==> config.mk <==
export PLATFORM = sky130hd
export DESIGN_NAME = weight_update_unit_flat
export DESIGN_NICKNAME = d
export VERILOG_FILES = /design/src/rtl/weight_update_unit_if.sv /design/src/rtl/weight_update_unit.sv /design/src/flat_wrapper.sv
export SDC_FILE = /design/constraint.sdc
export NUM_CORES = 1
export LEC_CHECK = 0
export ABC_CLOCK_PERIOD_IN_PS = 15500
export CORE_MARGIN = 5
export CORE_UTILIZATION = 55
export DETAILED_ROUTE_END_ITERATION = 8
export PLACE_DENSITY = 0.76
export SYNTH_ARGS = -nofsm -noshare
export SYNTH_HDL_FRONTEND = slang
export SYNTH_SLANG_ARGS = --single-unit
==> constraint.sdc <==
create_clock -name clk -period 15.5 [get_ports clk]
set_clock_uncertainty 0.15 [all_clocks]
set_input_delay 2.325 -clock clk [delete_from_list [all_inputs] [get_ports clk]]
set_output_delay 2.325 -clock clk [all_outputs]
set_load 0.005 [all_outputs]
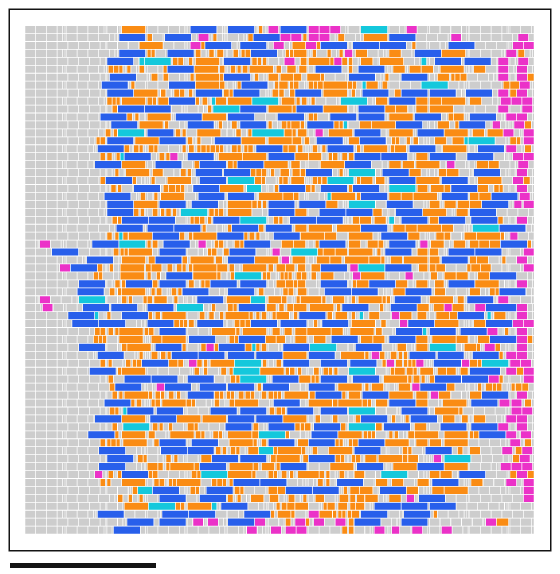
class_map.png
Bar = 50 um. Fill, decap, tap and diode cells in gray.
| class | color | cells |
|---|---|---|
| remaining buffers and delay cells | magenta | 145 |
| remaining logic cells | orange | 970 |
| clock drivers and dummy loads | cyan | 59 |
| registers | blue | 321 |
sequential share of cell area: 41.83%
fin area: 19220 um2
core box area: 30350 um2
row count: 64

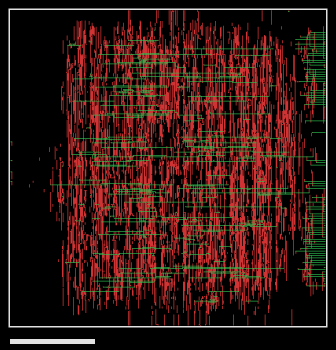
layers.png
Bar = 50 um. Only two layers are drawn.
| layer | color | wire length |
|---|---|---|
| M3 | green | 4080 um |
| M2 | red | 21.4 mm |
routed via count: 12074
Routed Wire Length: 44.26 mm

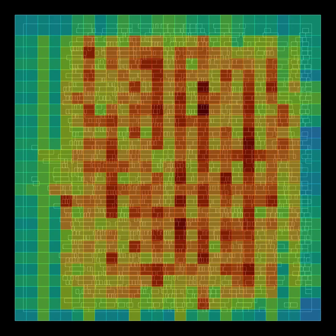
congestion_map.png
Util after Layout: 63.35%
M2 GR Usage: 42.47%
met1 Use GR: 36.19%
busiest metal layer after global routing: met2

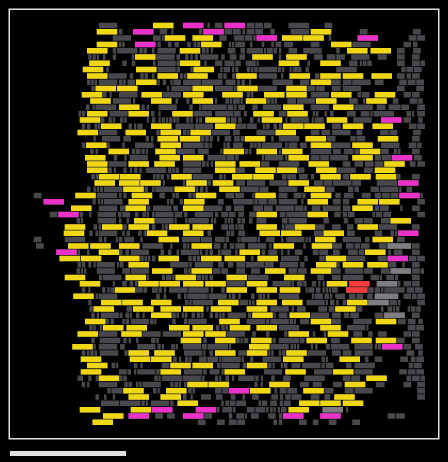
ff_map.png
Bar = 50 um. Other sequential cells in the stronger gray, the rest of the logic in the fainter gray.
| name in the netlist | color | sequential cells |
|---|---|---|
| u_core.bus.weight_row_out | magenta | 24 |
| u_core.row_cnt | red | 2 |
| u_core.w | yellow | 288 |
Reg area: 8041 um2
Seq. pwr: 0.838 mW

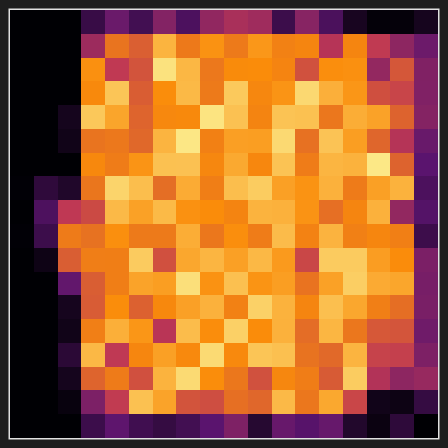
util_map.png
The die is cut into 18 by 18 equal tiles; black is low, pale yellow is high, 0 to 100% covered.
nearly empty tiles: 13%
densest ninth of the die: middle
tiles over 75% full: 35%
FP Util: 55.41%

==> flow_metrics.py <==
# Generated from Yosys and OpenROAD reports
metrics = {
    "finish": {
        "final_layout_size_suffix_gt1_share_pct": 22.27,
        "antenna_cells": 0,
        "largest_register_ffs": 288,
        "synthToLayoutAreaGrowth_pct": 14.32,
        "nNetsFinal": 1593,
    },
    "hold_path": {
        "hold_depth": 2,
        "min_path_type": "reg -> reg",
    },
    "yosys": {
        "common_cells": "dfrtp_1 (321), nand2_1 (236), o21ai_0 (195)",
        "ys_ff": 321,
        "yosysTopAreaCellShare_pct": 47.77,
        "yosysWarnings": 0,
        "topCellsByArea": "dfrtp_1 (48%), mux4_2 (18%), mux2_2 (7.0%)",
        "aoi_share_pct": 9.211,
        "synthArstFlopShare_pct": 100.0,
        "syn_area_um2": 16820,
        "yosys.area.top_type": "dfrtp_1",
        "yosys_cells": 1414,
        "ys_seq_share_pct": 47.77,
        "synth-main-ff-cell": "dfrtp_1",
        "synth_cell_type_count": 44,
        "synth_dominant_cell_count": "dfrtp_1",
        "synthXorXnorAreaFrac_pct": 0.9375,
        "edf_count": 0,
        "yosys_area_um2": 16820,
        "postSynthAreaPerCell_um2": 11.89,
        "synthSimpleGateAreaFrac_pct": 8.564,
        "logic_family": "multiplexers",
        "syn_inst": 1414,
        "mux_area_share_pct": 27.41,
        "synthesis.nets": 1535,
    },
    "clocking": {
        "path_clk_slew_ps": 60,
        "root_buffer": "clkbuf_16",
        "clock_path_buffers": 3,
        "ctsHoldBuffers": 0,
        "cts_tree": "done",
        "clock_latency_ps": 520,
        "cts.htree.levels": 2,
        "cts_buffers": 34,
        "cts-resized-gates": 0,
        "postCtsSetupBuffers": 0,
        "clkSinkCount": 321,
    },
    "sta": {
        "worstMarginPinSlew_ps": 1128,
        "min_period_over_period_pct": 34.37,
        "slew_viol_final": 0,
        "finalCriticalPeriod_ps": 5328,
        "fmax_ghz": 0.1877,
        "finalSetupViolCount": 0,
        "final.setup.tns_ps": 0,
        "finalHoldViolCount": 0,
        "slew_headroom_pct": 24.74,
    },
    "worst_setup_path": {
        "critPathMostFrequentCell": "a21oi_1",
        "critPathArrivalTime_ps": 5530,
        "cp.required_ps": 15700,
        "rrSetupSlack_ps": 10170,
        "cpPeakStageDelay_ps": 650,
        "critical_path_class": "reg -> reg",
        "r2r_cells": 15,
        "crit_buf_inv": 3,
        "cpLargestDelayFamily": "buffers and inverters",
        "critPathMaxFanout": 39,
        "cpMaxStageDelayCell": "xor2_1",
        "crit_chain": "buf_4, buf_4, mux4_2, mux2i_1, nor2_1, a21oi_1, ha_1, inv_1, fa_1, a21o_1, a21oi_1, o21bai_1, a21oi_1, xor2_1, o21ai_0",
        "worst-path-stages": 15,
    },
    "route": {
        "ant_nets": 0,
        "drc": 0,
        "avgRoutedWirePerCell_um": 23.41,
        "dr.pass1.iters": 5,
        "via_per_inst": 6.385,
        "drt-initial-drc-count": 1044,
    },
    "global_route": {
        "antenna_found_initial": 0,
        "grt_pass1_wl_mm": 69.59,
        "grt_use_total_pct": 26.18,
        "grt_max_degree": 118,
        "first_global_vias": 12586,
        "grt_remaining_overflow": 0,
    },
    "power": {
        "finalPower_mw": 1.736,
        "vdd_ir_drop_max_uv": 56.55,
        "pwr_density_cell_nw_per_um2": 90.32,
    },
    "floorplanning": {
        "dieArea_um2": 34170,
        "pin_count": 123,
        "die_w_um": 184.9,
        "die_h_um": 184.9,
    },
    "place": {
        "io_buffers": 116,
        "hpwl_mm": 25.94,
        "globalplace.congestion": 0.8259,
    },
    "flow_run": {
        "tool_warnings": 35,
        "maxCapViolations": 0,
    },
    "outcome": {
        "status": "finished, final reports clean",
    },
}
area by class of cell:
cell class,count,area (um2)
fillers,2293,11120
multi-input cells,939,8110
flip-flops and latches,321,8041
repair buffers,145,1374
clock buffers,54,1030
well taps,396,495.5
inverters,31,123.9
clock inverters,5,50.05
cell families (layout without fill, tap and decap cells):
group / count (synthesis) / in the layout
and+or+nand+nor: 343 / 343
DFF: 321 / 321
AOI/OAI and AO/OA: 278 / 278
muxes: 275 / 275
buffers and inverters: 154 / 235
adders and majority gates: 25 / 25
xor gates and xnor gates: 18 / 18
metal layers:
| layer | GRT usage (%) | vias up | part of all wire [%] |
|---|---|---|---|
| li1 | - | 5262 | - |
| met1 | 36.19 | 6182 | 40 |
| met2 | 42.47 | 549 | 48 |
| met3 | 5.715 | 81 | 9.2 |
| met4 | 7.692 | 0 | 2.7 |
| met5 | 0 | - | 0 |
report_power, final:
part	internal [mW]	total [mW]	switching [mW]
sequential	0.838	0.838	0.0000298
combinational	0.0387	0.101	0.0619
clock	0.472	0.798	0.326
layout by cell type, fill, tap and decap left out, types with 3 or more instances in the layout:
cell type / instances
dfrtp_1: 318
nand2_1: 236
o21ai_0: 195
mux4_2: 138
clkdlybuf4s50_1: 114
mux2_2: 104
clkbuf_16: 37
nor2_1: 35
mux2i_1: 33
nor3_1: 31
buf_4: 31
inv_1: 28
o22ai_1: 23
ha_1: 22
a21oi_1: 16
nor4_1: 15
clkbuf_1: 13
xnor2_1: 12
nor2b_1: 8
o21ai_1: 7
o21a_1: 6
xor2_1: 6
a21o_1: 6
a22o_1: 6
nand3b_1: 4
clkbuf_8: 4
clkinv_2: 4
a211o_1: 3
o311ai_1: 3
o21bai_1: 3
o31ai_2: 3
o32ai_1: 3
fa_1: 3
metrics by stage:
| step | instances | setup WS, ps | area (um2) | hold WS [ps] |
|---|---|---|---|---|
| after detailed placement | 1832 | 9974 | 18140 | 335.4 |
| final | 1891 | 10170 | 19220 | 347.4 |
| after global routing | 1891 | 9755 | 19220 | 368.6 |
| after CTS | 1891 | 10200 | 19220 | 353.2 |
| after global placement | 1832 | 10010 | 18140 | 324.8 |
| after floorplan | 1414 | 4140 | 16820 | 307.5 |
worst register-to-register path: cells and delay by family, from the launching register on:
| family | cells | cell delay [ps] |
|---|---|---|
| buf+inv | 3 | 1270 |
| compound gates | 6 | 1040 |
| mux | 2 | 730 |
| xor+xnor | 1 | 650 |
| flops | 1 | 640 |
| fa+ha+maj | 2 | 640 |
| simple gates | 1 | 50 |
Power figures rest on the tool's default switching activity, not on a simulated workload.
